`config.mk`:
```
export PLATFORM = sky130hd
export DESIGN_NAME = branch_ctrl_flat
export DESIGN_NICKNAME = d
export VERILOG_FILES = /design/src/rtl/riscv_br_pkg.sv /design/src/rtl/branch_ctrl_if.sv /design/src/rtl/branch_cond.sv /design/src/rtl/branch_ctrl.sv /design/src/flat_wrapper.sv
export SDC_FILE = /design/constraint.sdc
export NUM_CORES = 1
export LEC_CHECK = 0
export CORE_MARGIN = 2
export CORE_UTILIZATION = 50
export CTS_CLUSTER_SIZE = 40
export DETAILED_ROUTE_END_ITERATION = 12
export PLACE_DENSITY = 0.86
export SETUP_SLACK_MARGIN = 0.15
export SKIP_LAST_GASP = 1
export SLEW_MARGIN = 20
export SYNTH_ARGS = -nofsm -noshare
export SYNTH_HDL_FRONTEND = slang
export SYNTH_HIERARCHICAL = 1
export SYNTH_SLANG_ARGS = --single-unit
```
`constraint.sdc`:
```
create_clock -name clk -period 4.4 [get_ports clk]
set_clock_uncertainty 0.2 [all_clocks]
set_input_delay 1.32 -clock clk [delete_from_list [all_inputs] [get_ports clk]]
set_output_delay 1.32 -clock clk [all_outputs]
set_load 0.005 [all_outputs]
```
`src/rtl/riscv_br_pkg.sv`:
```
// Shared definitions for the branch resolution path: RV32I branch funct3
// encodings and the branch controller state type.
package riscv_br_pkg;

    localparam logic [2:0] BEQ  = 3'b000;
    localparam logic [2:0] BNE  = 3'b001;
    localparam logic [2:0] BLT  = 3'b100;
    localparam logic [2:0] BGE  = 3'b101;
    localparam logic [2:0] BLTU = 3'b110;
    localparam logic [2:0] BGEU = 3'b111;

    typedef enum logic [1:0] {
        ST_IDLE     = 2'd0,
        ST_WAIT     = 2'd1,
        ST_EVAL     = 2'd2,
        ST_REDIRECT = 2'd3
    } br_state_e;

endpackage

```
`src/rtl/branch_ctrl_if.sv`:
```
// ID-stage branch request and pipeline-response bundle for branch_ctrl.
interface branch_ctrl_if #(
    parameter int XLEN = 32
);

    logic            br_valid;
    logic [2:0]      br_funct3;
    logic            opnd_ready;
    logic [XLEN-1:0] rs1_data;
    logic [XLEN-1:0] rs2_data;
    logic [XLEN-1:0] pc;
    logic [XLEN-1:0] imm;

    logic            stall;
    logic            flush;
    logic            pc_sel;
    logic [XLEN-1:0] pc_target;
    logic            br_done;
    logic            br_taken;
    logic            br_illegal;
    logic            br_misalign;

    modport master (
        output br_valid, br_funct3, opnd_ready, rs1_data, rs2_data, pc, imm,
        input  stall, flush, pc_sel, pc_target, br_done, br_taken,
               br_illegal, br_misalign
    );

    modport slave (
        input  br_valid, br_funct3, opnd_ready, rs1_data, rs2_data, pc, imm,
        output stall, flush, pc_sel, pc_target, br_done, br_taken,
               br_illegal, br_misalign
    );

endinterface

```
`src/rtl/branch_cond.sv`:
```
// Combinational RV32I branch condition evaluator: (funct3, a, b) -> {cond, illegal}.
module branch_cond
    import riscv_br_pkg::*;
#(
    parameter int XLEN = 32
) (
    input  logic [2:0]      funct3,
    input  logic [XLEN-1:0] a,
    input  logic [XLEN-1:0] b,
    output logic            cond,
    output logic            illegal
);

    always_comb begin
        cond    = 1'b0;
        illegal = 1'b0;
        case (funct3)
            BEQ:     cond = (a == b);
            BNE:     cond = (a != b);
            BLT:     cond = ($signed(a) <  $signed(b));
            BGE:     cond = ($signed(a) >= $signed(b));
            BLTU:    cond = (a <  b);
            BGEU:    cond = (a >= b);
            default: illegal = 1'b1;
        endcase
    end

endmodule

```
`src/rtl/branch_ctrl.sv`:
```
// Branch resolution controller: captures one branch from ID, resolves it,
// then drives stall / PC redirect / multi-cycle IF-ID flush.
module branch_ctrl
    import riscv_br_pkg::*;
#(
    parameter int XLEN         = 32,
    parameter int FLUSH_CYCLES = 2,
    parameter int CNT_W        = 16
) (
    input  logic             clk,
    input  logic             rst_n,
    branch_ctrl_if.slave     bus,
    input  logic             cnt_clr,
    output logic [CNT_W-1:0] taken_cnt
);

    localparam int              RC_W    = (FLUSH_CYCLES > 1) ? $clog2(FLUSH_CYCLES) : 1;
    localparam logic [RC_W-1:0] RC_LAST = RC_W'(FLUSH_CYCLES - 1);

    br_state_e       state;
    br_state_e       state_nxt;
    logic [RC_W-1:0] rcnt;
    logic            capture;

    logic [2:0]      f3_q;
    logic [XLEN-1:0] rs1_q;
    logic [XLEN-1:0] rs2_q;
    logic [XLEN-1:0] pc_q;
    logic [XLEN-1:0] imm_q;

    logic            cond;
    logic            illegal;
    logic [XLEN-1:0] target;
    logic            redirect;

    branch_cond #(
        .XLEN (XLEN)
    ) u_cond (
        .funct3  (f3_q),
        .a       (rs1_q),
        .b       (rs2_q),
        .cond    (cond),
        .illegal (illegal)
    );

    // Wrapping add: the carry out of the PC is intentionally dropped.
    assign target   = pc_q + imm_q;
    assign redirect = cond && (target[1:0] == 2'b00);

    always_comb begin
        state_nxt = state;
        capture   = 1'b0;
        case (state)
            ST_IDLE: begin
                if (bus.br_valid) begin
                    if (bus.opnd_ready) begin
                        capture   = 1'b1;
                        state_nxt = ST_EVAL;
                    end else begin
                        state_nxt = ST_WAIT;
                    end
                end
            end
            ST_WAIT: begin
                if (bus.opnd_ready) begin
                    capture   = 1'b1;
                    state_nxt = ST_EVAL;
                end
            end
            ST_EVAL:     state_nxt = redirect ? ST_REDIRECT : ST_IDLE;
            ST_REDIRECT: if (rcnt == RC_LAST) state_nxt = ST_IDLE;
            default:     state_nxt = ST_IDLE;
        endcase
    end

    assign bus.stall  = (state != ST_IDLE) || bus.br_valid;
    assign bus.flush  = (state == ST_REDIRECT);
    assign bus.pc_sel = (state == ST_REDIRECT) && (rcnt == '0);

    always_ff @(posedge clk or negedge rst_n) begin
        if (!rst_n) begin
            state <= ST_IDLE;
            rcnt  <= '0;
        end else begin
            state <= state_nxt;
            rcnt  <= (state == ST_REDIRECT) ? rcnt + 1'b1 : '0;
        end
    end

    always_ff @(posedge clk or negedge rst_n) begin
        if (!rst_n) begin
            f3_q  <= '0;
            rs1_q <= '0;
            rs2_q <= '0;
            pc_q  <= '0;
            imm_q <= '0;
        end else if (capture) begin
            f3_q  <= bus.br_funct3;
            rs1_q <= bus.rs1_data;
            rs2_q <= bus.rs2_data;
            pc_q  <= bus.pc;
            imm_q <= bus.imm;
        end
    end

    // Result flags are one-cycle pulses launched from EVAL; pc_target holds.
    always_ff @(posedge clk or negedge rst_n) begin
        if (!rst_n) begin
            bus.br_done     <= 1'b0;
            bus.br_taken    <= 1'b0;
            bus.br_illegal  <= 1'b0;
            bus.br_misalign <= 1'b0;
            bus.pc_target   <= '0;
        end else begin
            bus.br_done     <= (state == ST_EVAL);
            bus.br_taken    <= (state == ST_EVAL) && cond;
            bus.br_illegal  <= (state == ST_EVAL) && illegal;
            bus.br_misalign <= (state == ST_EVAL) && cond && !redirect;
            if (state == ST_EVAL) begin
                bus.pc_target <= target;
            end
        end
    end

    always_ff @(posedge clk or negedge rst_n) begin
        if (!rst_n) begin
            taken_cnt <= '0;
        end else if (cnt_clr) begin
            taken_cnt <= '0;
        end else if ((state == ST_EVAL) && redirect) begin
            taken_cnt <= taken_cnt + 1'b1;
        end
    end

endmodule

```
`src/flat_wrapper.sv`:
```
// flat-port wrapper written by rule: the top's interface ports become plain ports
module branch_ctrl_flat import riscv_br_pkg::*;
#(
    parameter int XLEN         = 32,
    parameter int FLUSH_CYCLES = 2,
    parameter int CNT_W        = 16
)
  (clk, rst_n, cnt_clr, taken_cnt, bus_br_valid, bus_br_funct3, bus_opnd_ready, bus_rs1_data, bus_rs2_data, bus_pc, bus_imm, bus_stall, bus_flush, bus_pc_sel, bus_pc_target, bus_br_done, bus_br_taken, bus_br_illegal, bus_br_misalign);
  branch_ctrl_if #(.XLEN(XLEN)) bus_i ();
  input  logic clk;
  input  logic rst_n;
  input  logic cnt_clr;
  output logic [CNT_W-1:0] taken_cnt;
  input wire logic [$bits(bus_i.br_valid)-1:0] bus_br_valid;
  input wire logic [$bits(bus_i.br_funct3)-1:0] bus_br_funct3;
  input wire logic [$bits(bus_i.opnd_ready)-1:0] bus_opnd_ready;
  input wire logic [$bits(bus_i.rs1_data)-1:0] bus_rs1_data;
  input wire logic [$bits(bus_i.rs2_data)-1:0] bus_rs2_data;
  input wire logic [$bits(bus_i.pc)-1:0] bus_pc;
  input wire logic [$bits(bus_i.imm)-1:0] bus_imm;
  output wire logic [$bits(bus_i.stall)-1:0] bus_stall;
  output wire logic [$bits(bus_i.flush)-1:0] bus_flush;
  output wire logic [$bits(bus_i.pc_sel)-1:0] bus_pc_sel;
  output wire logic [$bits(bus_i.pc_target)-1:0] bus_pc_target;
  output wire logic [$bits(bus_i.br_done)-1:0] bus_br_done;
  output wire logic [$bits(bus_i.br_taken)-1:0] bus_br_taken;
  output wire logic [$bits(bus_i.br_illegal)-1:0] bus_br_illegal;
  output wire logic [$bits(bus_i.br_misalign)-1:0] bus_br_misalign;
  assign bus_i.br_valid = bus_br_valid;
  assign bus_i.br_funct3 = bus_br_funct3;
  assign bus_i.opnd_ready = bus_opnd_ready;
  assign bus_i.rs1_data = bus_rs1_data;
  assign bus_i.rs2_data = bus_rs2_data;
  assign bus_i.pc = bus_pc;
  assign bus_i.imm = bus_imm;
  assign bus_stall = bus_i.stall;
  assign bus_flush = bus_i.flush;
  assign bus_pc_sel = bus_i.pc_sel;
  assign bus_pc_target = bus_i.pc_target;
  assign bus_br_done = bus_i.br_done;
  assign bus_br_taken = bus_i.br_taken;
  assign bus_br_illegal = bus_i.br_illegal;
  assign bus_br_misalign = bus_i.br_misalign;
  branch_ctrl #(.XLEN(XLEN), .FLUSH_CYCLES(FLUSH_CYCLES), .CNT_W(CNT_W)) u_core (.clk(clk), .rst_n(rst_n), .bus(bus_i), .cnt_clr(cnt_clr), .taken_cnt(taken_cnt));
endmodule
```
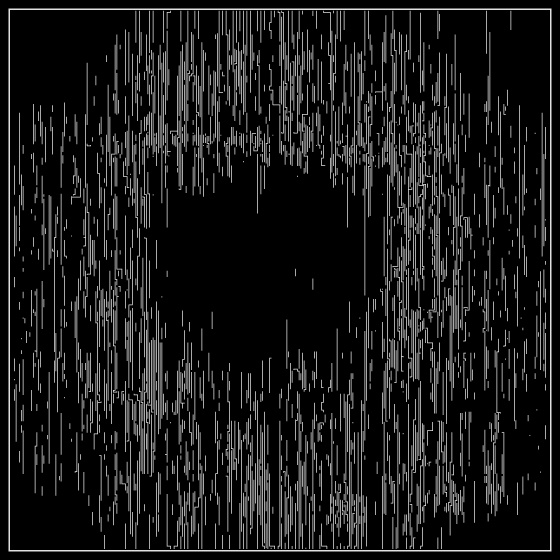
Fig. 1. M2 wires (run 1).
1126 nets have wire on it. The longest straight run is 41.0 um. The layer holds 49% of the routed length. The layer carries 11100 um of wire. The wires run mostly vertical.
DR vias: 7324
final WL: 22.4 mm
met2 GRT Util: 37.9%

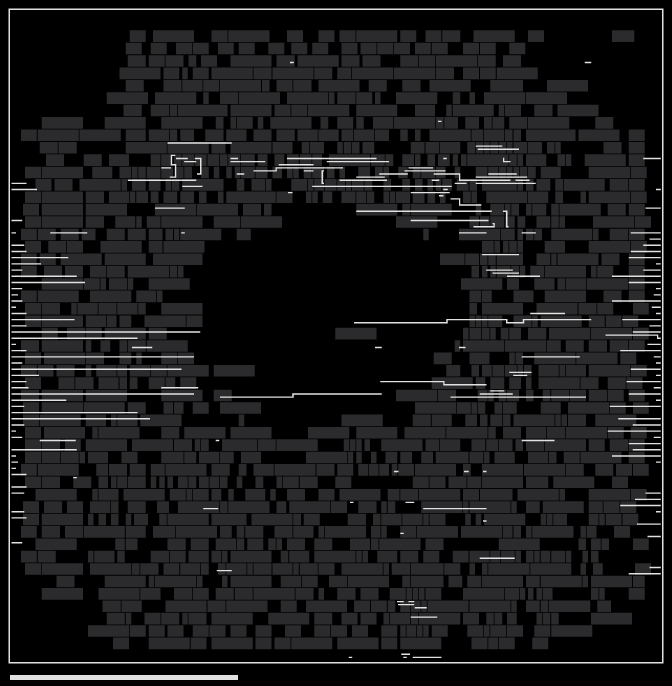
Fig. 2. Signal wires on met3 (run 1).
Scale bar: 50 um.
The layer holds 5.7% of the routed length. 162 nets have wire on it.
met3 usage: 5.00%

==> ci_impl_report.md, run 1 <==
## Synthesis and layout report

| Metric | Value |
|---|---|
| Core Footprint | `about 19000 um^2` |
| Tot GR Track Use | `approximately 22%` |
| DRC violations left | `0` |
| Clk latency late pin | `0.43 ns` |
| Core Rows | `about 50` |
| Layout cells sized above 1 | `around 18%` |
| Diode count | `0` |
| Max Freq | `around 0.24 GHz` |
| Synth Instances | `between 800 and 900` |
| Vias in the first global route | `about 7.4k` |
| Critical Path Fanout Max | `3` |
| Synth warnings | `6` |
| Setup slack, reg-to-reg | `around 0.48 ns` |
| Ys cells | `~870` |
| HPWL after DPL | `between 15 and 20 mm` |
| Worst Reg-to-Reg Cells | `13` |
| Setup violators final | `0` |
| Crit share post-route | `92.8%` |
| PwrDens | `around 800 nW/um^2` |
| Tot Pwr | `10.0 mW` |
| Min-Delay Startpoint | `u_core/rcnt` |
| P&R area growth vs syn | `29.6%` |
| I/O Pins | `between 150 and 200` |
| Max Transition Viols Final | `0` |
| Post-Place Worst Slack | `about 0.32 ns` |
| Worst r2r dst | `u_core/taken_cnt[12]` |
| Pin count of the biggest net entering global routing | `slightly above 80` |
| Leak | `around 5.5 nW` |
| Global-route wire length before repair | `roughly 36 mm` |
| WP depth | `3` |
| Peak VDD IR | `slightly below 0.4 mV` |
| Slew @ Worst Pin | `0.566 ns` |
| Placed cell areas | `approximately 12000 um^2` |
| Die Width | `around 140 um` |
| Setup crit start | `bus_br_valid` |
| Hold WS | `about 0.29 ns` |
| Unrepaired setup endpoints after global routing | `false` |
| WL/cell | `approximately 17 um` |
| Slowest cell on the critical path | `clkdlybuf4s50_1` |
| Setup bufs post-CTS | `0` |
| Worst EP required | `2.88 ns` |
| TritonCTS clock tree | `yes` |
| Tool warnings | `26` |
| Seq share, synth | `around half` |
| Die Size | `20500 um^2` |
| Outcome | `completed` |
| CP Buf/Inv Count | `2` |
| Ys async rst share | `100%` |
| Initial antenna violation count | `0` |
| Clock Tree Root | `clkbuf_16` |
| Post-synthesis net count | `approximately 1.1k` |
| Max_cap viols | `0` |
| Design area | `about 13000 um^2` |
| Starting DRC count in detailed routing | `between 300 and 400` |
| Post-layout util | `about two thirds` |
| Deepest clock path buffer count | `2` |
| CP Capture Point | `bus_stall` |
| Via density | `roughly 5.5` |
| Area leader, netlist | `dfrtp_1` |
| Top_reg_cell synth | `dfrtp_1` |
| RePlAce Congestion | `between 0.8 and 0.9` |
| Grt total ovfl | `0` |
| Mapped cell area | `roughly 9700 um^2` |
| Reg clk slew, reported paths | `~0.070 ns` |
| Top cell excl fill/tap | `clkdlybuf4s50_1` |
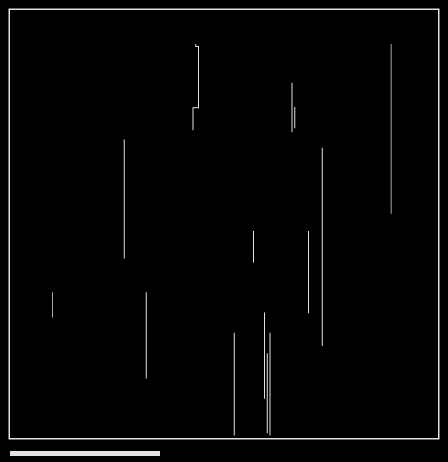
Fig. 3. Met4 routing (run 1).
Scale bar: 50 um.
The layer carries 414 um of wire. 11 nets have wire on it. The wires run mostly vertical. The longest straight run is 66.0 um. The layer holds 1.8% of the routed length.

run 1: synth_stat cells, types with 3 or more instances:
cell	n
nand2_1	75
nor4_1	3
xor2_1	23
or3_1	7
nand4_1	19
a211o_1	5
clkbuf_1	35
xnor2_1	18
mux2_2	132
nor3_1	3
o21a_1	5
ha_1	64
and3_1	5
a31oi_1	5
nand3_1	16
o21bai_1	3
a21o_1	18
o21ai_0	55
nor2b_1	6
dfrtp_1	186
o211ai_1	5
nor2_1	48
a211oi_1	6
a21oi_1	49
inv_1	42
run 1: layer usage:
| metal | track usage, % | part of all wire (%) | wire length, um | up-vias |
|---|---|---|---|---|
| met5 | 0 | 0 | 0 | - |
| met4 | 7.24 | 1.8 | 413 | 0 |
| met3 | 5.00 | 5.7 | 1280 | 35 |
| met1 | 28.6 | 43 | 9650 | 3553 |
| met2 | 37.9 | 49 | 11100 | 259 |
| li1 | - | - | - | 3477 |
run 1: cells by family (layout without fill, tap and decap cells):
kind of cell             count (synthesis)  after routing  synth area share [%]
AND/OR/NAND/NOR                        195            195                  9.60
buffers and inverters                   78            272                  3.04
AND-OR/OR-AND                          176            176                  11.6
flip-flops                             186            186                  48.1
adder cells (fa/ha/maj)                 65             65                  8.48
multiplexers                           133            133                  15.5
XOR/XNOR                                41             41                  3.71
run 1: power by group:
group          total (mW)  leakage (nW)  internal, mW  switching, mW
combinational        5.31          2.90          2.54           2.78
sequential           3.00          2.25          2.51          0.491
clock                1.69         0.318          1.01          0.687
total                10.0          5.46          6.05           3.96
run 1: area by class of cell:
cell class	count	area, um^2	share of cell area, %
Clock buffer	20	467	3.72
Tap cell	260	325	2.59
Timing Repair Buffer	198	2020	16.1
Multi-Input combinational cell	610	4730	37.8
Clock inverter	12	185	1.48
Sequential cell	186	4650	37.1
Inverter	42	158	1.26
==> run 2, diff against run 1 <==
Settings changed: GPL_ROUTABILITY_DRIVEN set to 0.
Clock period 4.4 ns to 3.77 ns, I/O delays scaled along.
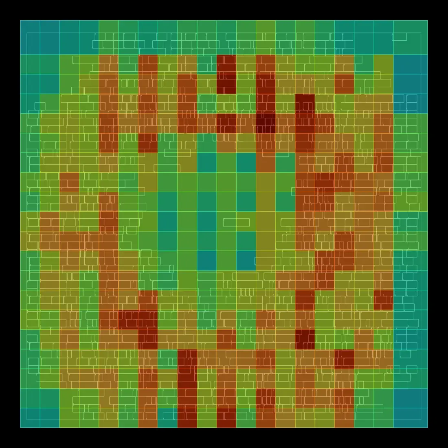
Fig. 4. Track usage over the die (run 2).
Tot GR Track Use: 22.4%
met2 GRT Util: 37.3%
GRT Max-Usage Layer: met2

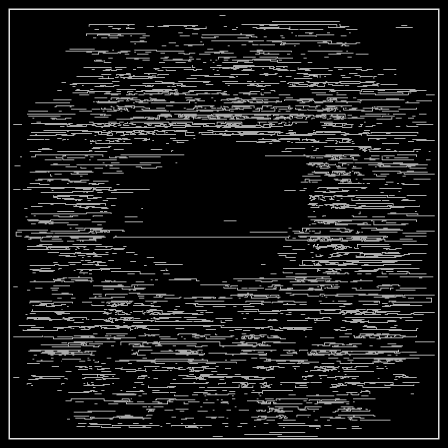
Fig. 5. Met1 routing (run 2).
The layer holds 43% of the routed length. The longest straight run is 58.4 um.
DR vias: 7296
final WL: 22.4 mm
GR Layer Usage met1: 29.0%

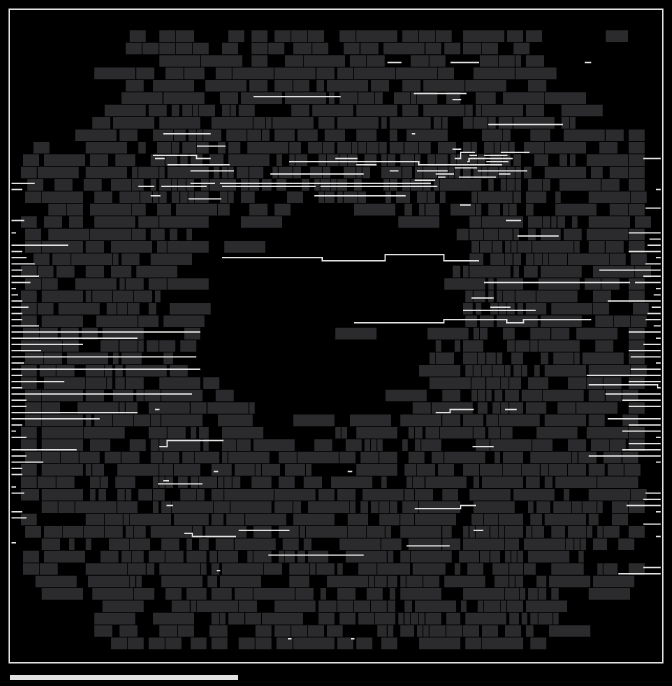
Fig. 6. Signal wires on met3 (run 2).
Scale bar: 50 um.
The layer carries 1340 um of wire. The longest straight run is 46.0 um. The layer holds 6.0% of the routed length.
met3 usage: 5.37%

==> run 2 against run 1 <==
  * Cell count up 0.68%
  * Synthesized cell count unchanged
  * Design area increased by 0.62%
  * Critical path depth increased by 9
  * Largest cell class unchanged
  * Utilization up 0.41 points
  * Hold slack got worse by 0.0064 ns
  * Sequential share of layout area is 0.23 points lower
  * Non-clock buffer count rose by 9
  * Count of clock-buffer cells in the layout decreased by 1
  * Synthesized area unchanged
  * Clock power increased by 5%
  * Global-route usage barely moved
==> ci_impl_report.md, run 2 <==
## Synthesis and layout report

| Metric | Value |
|---|---|
| Outcome | `completed` |
| Hold crit path type | `reg2reg` |
| Starting DRC count in detailed routing | `roughly 370` |
| Ys cells | `about 870` |
| Setup crit end kind | `flip-flop` |
| HPWL after DPL | `around 16 mm` |
| Area leader share | `around 48%` |
| Post-synth EDFFs | `0` |
| Highest metal used | `met4` |
| Comb area share | `around two fifths` |
| CP peak stage delay | `roughly 0.40 ns` |
| Vias in the first global route | `7325` |
| Worst Path Arrival | `~3.9 ns` |
| Flop count | `about 190` |
| TritonCTS clock tree | `yes` |
| Core Rows | `~50` |
| Unrepaired setup endpoints after global routing | `true` |
| Top-count cell post-synth | `dfrtp_1` |
| Placed cell count | `roughly 1.3k` |
| Slowest cell on the critical path | `dfrtp_1` |
| Leak | `5.47 nW` |
| Max Transition Viols Final | `0` |
| Multi-input comb cells | `610` |
| Crit share post-route | `slightly below 100%` |
| Slew @ Worst Pin | `0.637 ns` |
| Hold WS | `0.281 ns` |
| Top cells, area | `dfrtp_1, mux2_2, ha_1, nand2_1, o21ai_0` |
| Met3 wire length | `approximately 1.3 mm` |
| Data buffer area share | `about 17%` |
| Clock Tree Root | `clkbuf_16` |
| DRC violations left | `0` |
| WL/cell | `16.8 um` |
| Tot Pwr | `~12 mW` |
| CTS Buf Count | `17` |
| Wire length on met2 | `approximately 11 mm` |
| Critical path startpoint category | `flip-flop` |
| Worst EP required | `~3.9 ns` |
| Most frequent cell on the critical path | `or3_4` |
| Initial antenna violation count | `0` |
| Tapcells | `approximately 260` |
| Post-Syn Area per Cell | `approximately 11 um^2` |
| Buffers excl. clock | `about 210` |
| ANT nets after route | `0` |
| Fillcell total | `1385` |
| M1 WL | `around 10 mm` |
| Reg clk slew, reported paths | `~0.07 ns` |
| Sequential cell area share | `36.9%` |
| Synth warnings | `6` |
| Gate Area | `roughly 4800 um^2` |
| Area leader, netlist | `dfrtp_1` |
| Diode count | `0` |
| Starting density of the core | `between 50 and 60%` |
| Max_cap viols | `0` |
| PwrDens | `between 900 and 1000 nW/um^2` |
| Clk latency late pin | `approximately 0.43 ns` |
| Yosys stat chip area | `about 9700 um^2` |
| Post-synth regs | `186` |
| Max Freq | `0.269 GHz` |
| Mapped cell area | `between 9000 and 10000 um^2` |
| Synth Instances | `between 800 and 900` |
| Crit-path cells | `ha_1 -> nand4_1 -> buf_4 -> nor4_4 -> a311oi_1 -> a211o_2 -> nor3_4 -> and3_4 -> o21ai_2 -> or3_4 -> or3_4 -> a21oi_2` |
| Global-route wire length before repair | `between 30 and 40 mm` |
| Commonest cells in the netlist | `dfrtp_1, mux2_2, nand2_1, ha_1, o21ai_0` |
| P&R area growth vs syn | `30.4%` |
| Core Footprint | `18800 um^2` |
| Final nets | `between 1k and 1.5k` |
| Critical Path Fanout Max | `5` |
| Pin count of the biggest net entering global routing | `approximately 77` |
| I/O Pins | `between 150 and 200` |
| Min cycle time layout | `between 3 and 4 ns` |
| Final worst slack | `0.0483 ns` |
| Post-layout util | `67.0%` |
| Port buffer count | `~190` |
| Die Width | `around 140 um` |
| Tool warnings | `27` |
| Die Size | `20500 um^2` |
| Clk sink count | `between 150 and 200` |
| Placed cell areas | `11900 um^2` |
| Ys async rst share | `100%` |
| Setup slack, reg-to-reg | `about 0.048 ns` |
| Grt total ovfl | `0` |
| Non-Filler Instances | `about 1.3k` |
| Clock-cell share | `roughly 4.6%` |
| CP Buf/Inv Count | `1` |
| Yosys cell types | `between 50 and 60` |
| Final-layout clock buffer total | `19` |
| Via density | `roughly 5.5` |
| Setup violators final | `0` |
| Crit path max-delay family | `simple AND/OR/NAND/NOR gates` |
| Setup TNS | `0 ns` |
| Most common logic cells in the final layout | `clkdlybuf4s50_1, dfrtp_1, mux2_2, nand2_1, ha_1` |
| Die H | `143 um` |
| Layout cells sized above 1 | `approximately 20%` |
| H-tree depth | `4` |
| Post-Place Worst Slack | `0.0681 ns` |
| Kind of critical path | `reg2reg` |
| Top class by area | `multi-input combinational cells` |
| Peak VDD IR | `about 0.45 mV` |
| Design area | `roughly 13000 um^2` |
| Logic inverters | `~42` |
| Slew margin rel. | `a little under three fifths` |
| Top cell excl fill/tap | `clkdlybuf4s50_1` |
| Pre-Repair DR Iteration Count | `4` |
| Deepest clock path buffer count | `2` |
| Register area | `~4700 um^2` |
| Seq share, synth | `around 48%` |
| Post-synthesis net count | `between 1k and 1.5k` |
| Top_reg_cell synth | `dfrtp_1` |
| Final Hold Viols | `0` |
-- run 2: cell count changes in the layout (fill, tap and decap cells not counted), sizes merged --
cell and change:
bufinv -2, buf +9, clkinvlp +2, dlygate4sd2 +1
clkinv +1, clkdlybuf4s50 -1, clkbuf -1
-- run 2: cells by family (layout without fill, tap and decap cells) --
logic type,after synthesis,count (layout),share of synthesized area [%]
AOI/OAI and AO/OA,176,176,11.6
xor gates and xnor gates,41,41,3.71
adders and majority gates,65,65,8.48
buffers and inverters,78,281,3.04
DFF,186,186,48.1
muxes,133,133,15.5
and+or+nand+nor,195,195,9.60
-- run 2: path summary, 6_finish.rpt --
path                                               start                  endpoint  depth (start not counted)
worst max register to register          u_core/rs1_q[26]      u_core/taken_cnt[14]                         12
min in group asynchronous                          rst_n  u_core/bus.pc_target[13]                          1
worst min-delay path            u_core/bus.pc_target[28]  u_core/bus.pc_target[28]                          2
worst max-delay path                    u_core/rs1_q[26]      u_core/taken_cnt[14]                         12
worst min register to register  u_core/bus.pc_target[28]  u_core/bus.pc_target[28]                          2
max in group asynchronous                          rst_n   u_core/bus.pc_target[0]                          2
-- run 2: where the power goes --
group / switching (mW) / internal (mW) / total (mW) / leakage [nW]
Combinational: 3.26 / 3.02 / 6.28 / 2.94
Clock: 0.771 / 0.999 / 1.77 / 0.280
Sequential: 0.588 / 2.93 / 3.52 / 2.25
Total: 4.62 / 6.95 / 11.6 / 5.47
-- run 2: repair_timing --
| item | CTS | global route |
|---|---|---|
| endpoints found under the setup margin | 3 | 8 |
| buffers inserted | 2 | 3 |
| hold buffers | 0 | 0 |
| resized | 3 | 15 |
| pin swaps | 3 | 11 |
==> run 3, diff against run 2 <==
Settings changed: CTS_CLUSTER_SIZE 40 to not set, SLEW_MARGIN 20 to 30.
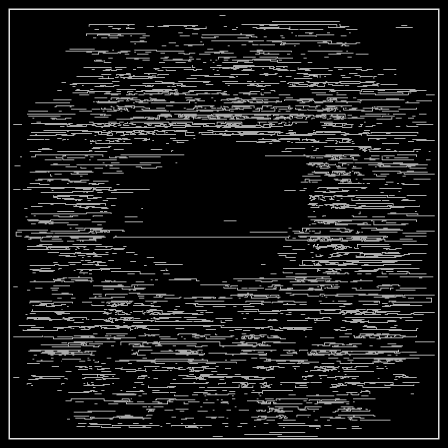
Fig. 7. Met1 routing (run 3).
1154 nets have wire on it. The layer carries 9750 um of wire. The layer holds 43% of the routed length. The wires run mostly horizontal.

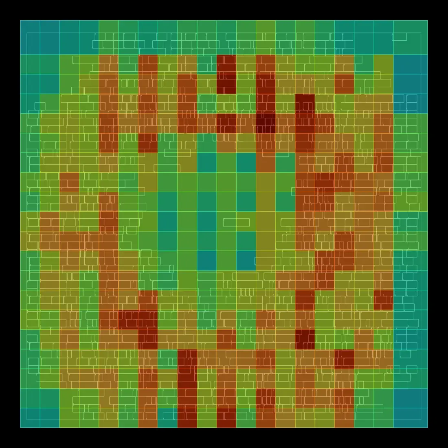
Fig. 8. Track usage over the die (run 3).
post-layout util: 67.0%
WL/cell: 16.8 um

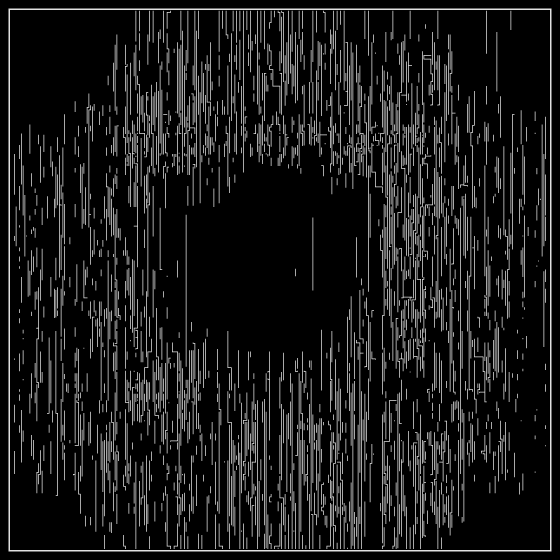
Fig. 9. M2 wires (run 3).
The layer holds 49% of the routed length. 1140 nets have wire on it.

==> run 3 against run 2 <==
  * Hold slack did not move
  * Non-clock buffer count did not move
  * Count of clock-buffer cells in the layout did not move
  * Combinational power barely moved
  * Critical endpoint unchanged
  * Largest cell class unchanged
  * Largest power group unchanged
==> ci_impl_report.md, run 3 <==
## Synthesis and layout report

| Metric | Value |
|---|---|
| Starting density of the core | `51.4%` |
| Clk. pwr | `1.77 mW` |
| Yosys cell types | `approximately 57` |
| Via density | `roughly 5.5` |
| Unrepaired setup endpoints after global routing | `true` |
| Met2 GRT Util | `37.3%` |
| Pre-Repair DR Iteration Count | `4` |
| Ys cells | `just under 900` |
| DR vias | `7296` |
| Leak | `5.47 nW` |
| Slowest cell on the critical path | `dfrtp_1` |
| Post-synth regs | `between 150 and 200` |
| Max Transition Viols Final | `0` |
| Non-Filler Instances | `~1.3k` |
| Tot GR Track Use | `22.4%` |
| Clock share of power | `between 10% and 20%` |
| PwrDens | `917 nW/um^2` |
| Post-Syn Area per Cell | `approximately 11 um^2` |
| Global-route wire length before repair | `36.0 mm` |
| Sequential power | `around 3.5 mW` |
| Setup TNS | `0 ns` |
| Diode count | `0` |
| Combinational share of power | `54.3%` |
| Reg clk slew, reported paths | `about 0.07 ns` |
| Final Hold Viols | `0` |
| Seq share, synth | `48.1%` |
| Met3 usage | `5.37%` |
| Setup violators final | `0` |
| Starting DRC count in detailed routing | `around 370` |
| Mapped cell area | `between 9000 and 10000 um^2` |
| Synth Instances | `between 800 and 900` |
| GR Layer Usage met1 | `29.0%` |
| Design area | `around 13000 um^2` |
| GRT Max-Usage Layer | `met2` |
| H-tree depth | `4` |
| Switching share of power | `39.9%` |
| Vias in the first global route | `around 7.3k` |
| Outcome | `completed` |
| Kind of critical path | `reg2reg` |
| Placed cell areas | `between 10000 and 15000 um^2` |
| Post-synthesis net count | `1075` |
| Area leader, netlist | `dfrtp_1` |
| Grt total ovfl | `0` |
| Top pwr grp | `combinational cells` |
| Comb group | `about 6.3 mW` |
| I/O Pins | `between 150 and 200` |
| Setup crit end kind | `flip-flop` |
| Critical Path Fanout Max | `5` |
| Max_cap viols | `0` |
| HPWL after DPL | `between 15 and 20 mm` |
| Die Width | `~140 um` |
| Top_reg_cell synth | `dfrtp_1` |
| Final nets | `1265` |
| Tot Pwr | `11.6 mW` |
| Core Rows | `about 50` |
| Die Size | `between 20000 and 25000 um^2` |
| CTS Buf Count | `17` |
| Pin count of the biggest net entering global routing | `77` |
| Top cell excl fill/tap | `clkdlybuf4s50_1` |
| Most frequent cell on the critical path | `or3_4` |
| Top-count cell post-synth | `dfrtp_1` |
| Clk sink count | `186` |
| Slew margin rel. | `approximately 58%` |
| Most common logic cells in the final layout | `clkdlybuf4s50_1, dfrtp_1, mux2_2, nand2_1, ha_1` |
| Switching power | `approximately 4.6 mW` |
| Core Footprint | `18800 um^2` |
| Layout cells sized above 1 | `between 10% and 20%` |
| TritonCTS clock tree | `yes` |
| Ys async rst share | `100%` |
| Slew @ Worst Pin | `0.637 ns` |
| Worst Path Arrival | `between 3 and 4 ns` |
| Port buffer count | `190` |
| Final WL | `around 22 mm` |
| Max Freq | `roughly 0.27 GHz` |
| Crit-path cells | `ha_1 -> nand4_1 -> buf_4 -> nor4_4 -> a311oi_1 -> a211o_2 -> nor3_4 -> and3_4 -> o21ai_2 -> or3_4 -> or3_4 -> a21oi_2` |
| CP Buf/Inv Count | `1` |
| Critical path startpoint category | `flip-flop` |
| Initial antenna violation count | `0` |
| Min cycle time layout | `about 3.7 ns` |
| Area leader share | `approximately half` |
| CP peak stage delay | `roughly 0.40 ns` |
| P&R area growth vs syn | `30.4%` |
| Crit path max-delay family | `simple AND/OR/NAND/NOR gates` |
| Tool warnings | `27` |
| Top cells, area | `dfrtp_1, mux2_2, ha_1, nand2_1, o21ai_0` |
| Worst EP required | `about 4 ns` |
| Commonest cells in the netlist | `dfrtp_1, mux2_2, nand2_1, ha_1, o21ai_0` |
| Deepest clock path buffer count | `2` |
| Hold WS | `0.281 ns` |
| Placed cell count | `~1.3k` |
| Post-Place Worst Slack | `a little under 0.07 ns` |
| Post-synth EDFFs | `0` |
| Sequential share of power | `between 30% and 40%` |
| Peak VDD IR | `around 0.45 mV` |
| ANT nets after route | `0` |
| Clock Tree Root | `clkbuf_16` |
| Hold crit path type | `reg2reg` |
| DRC violations left | `0` |
| Clk latency late pin | `approximately 0.43 ns` |
| Synth warnings | `6` |
| Internal power | `between 6 and 7 mW` |
| Die H | `between 100 and 150 um` |
| Yosys stat chip area | `a little under 10000 um^2` |
| Crit share post-route | `98.7%` |
| Final worst slack | `0.0483 ns` |
## run 3: cell counts in the layout (fill, tap and decap cells not counted)
No cell type changed its count.
## run 3: per-layer routing
layer  vias up  routed length [um]
met1      3556                9750
met3        26                1340
met4         0                 294
met2       225               11000
li1       3489                   -
met5         -                   0
## run 3: layout make-up
cell class | instances | area (um^2)
Timing Repair Buffer | 207 | 2080
Sequential cell | 186 | 4650
Fill cell | 1385 | 6210
Multi-Input combinational cell | 610 | 4810
Inverter | 42 | 158
Clock inverter | 13 | 141
Clock buffer | 19 | 443
Tap cell | 260 | 325
## run 3: kinds of logic after synthesis
family                     count (synthesis)  share of synthesized area [%]
AOI/OAI and AO/OA                        176                           11.6
xor gates and xnor gates                  41                           3.71
adders and majority gates                 65                           8.48
buffers and inverters                     78                           3.04
DFF                                      186                           48.1
muxes                                    133                           15.5
and+or+nand+nor                          195                           9.60
## run 3: repair_timing
action                                  in CTS  in global routing
pin swaps                                    3                 11
resized                                      3                 15
hold buffers                                 0                  0
buffers inserted                             2                  3
endpoints found under the setup margin       3                  8
## run 3: path summary, 6_finish.rpt
path / startpoint / to / slack (ns) / depth (start not counted)
worst max-delay path: u_core/rs1_q[26] / u_core/taken_cnt[14] / 0.05 / 12
max in group asynchronous: rst_n / u_core/bus.pc_target[0] / 2.08 / 2
worst max register to register: u_core/rs1_q[26] / u_core/taken_cnt[14] / 0.05 / 12
min in group asynchronous: rst_n / u_core/bus.pc_target[13] / 0.53 / 1
worst min register to register: u_core/bus.pc_target[28] / u_core/bus.pc_target[28] / 0.28 / 2
worst min-delay path: u_core/bus.pc_target[28] / u_core/bus.pc_target[28] / 0.28 / 2
Power is estimated from default activity; no workload was simulated.
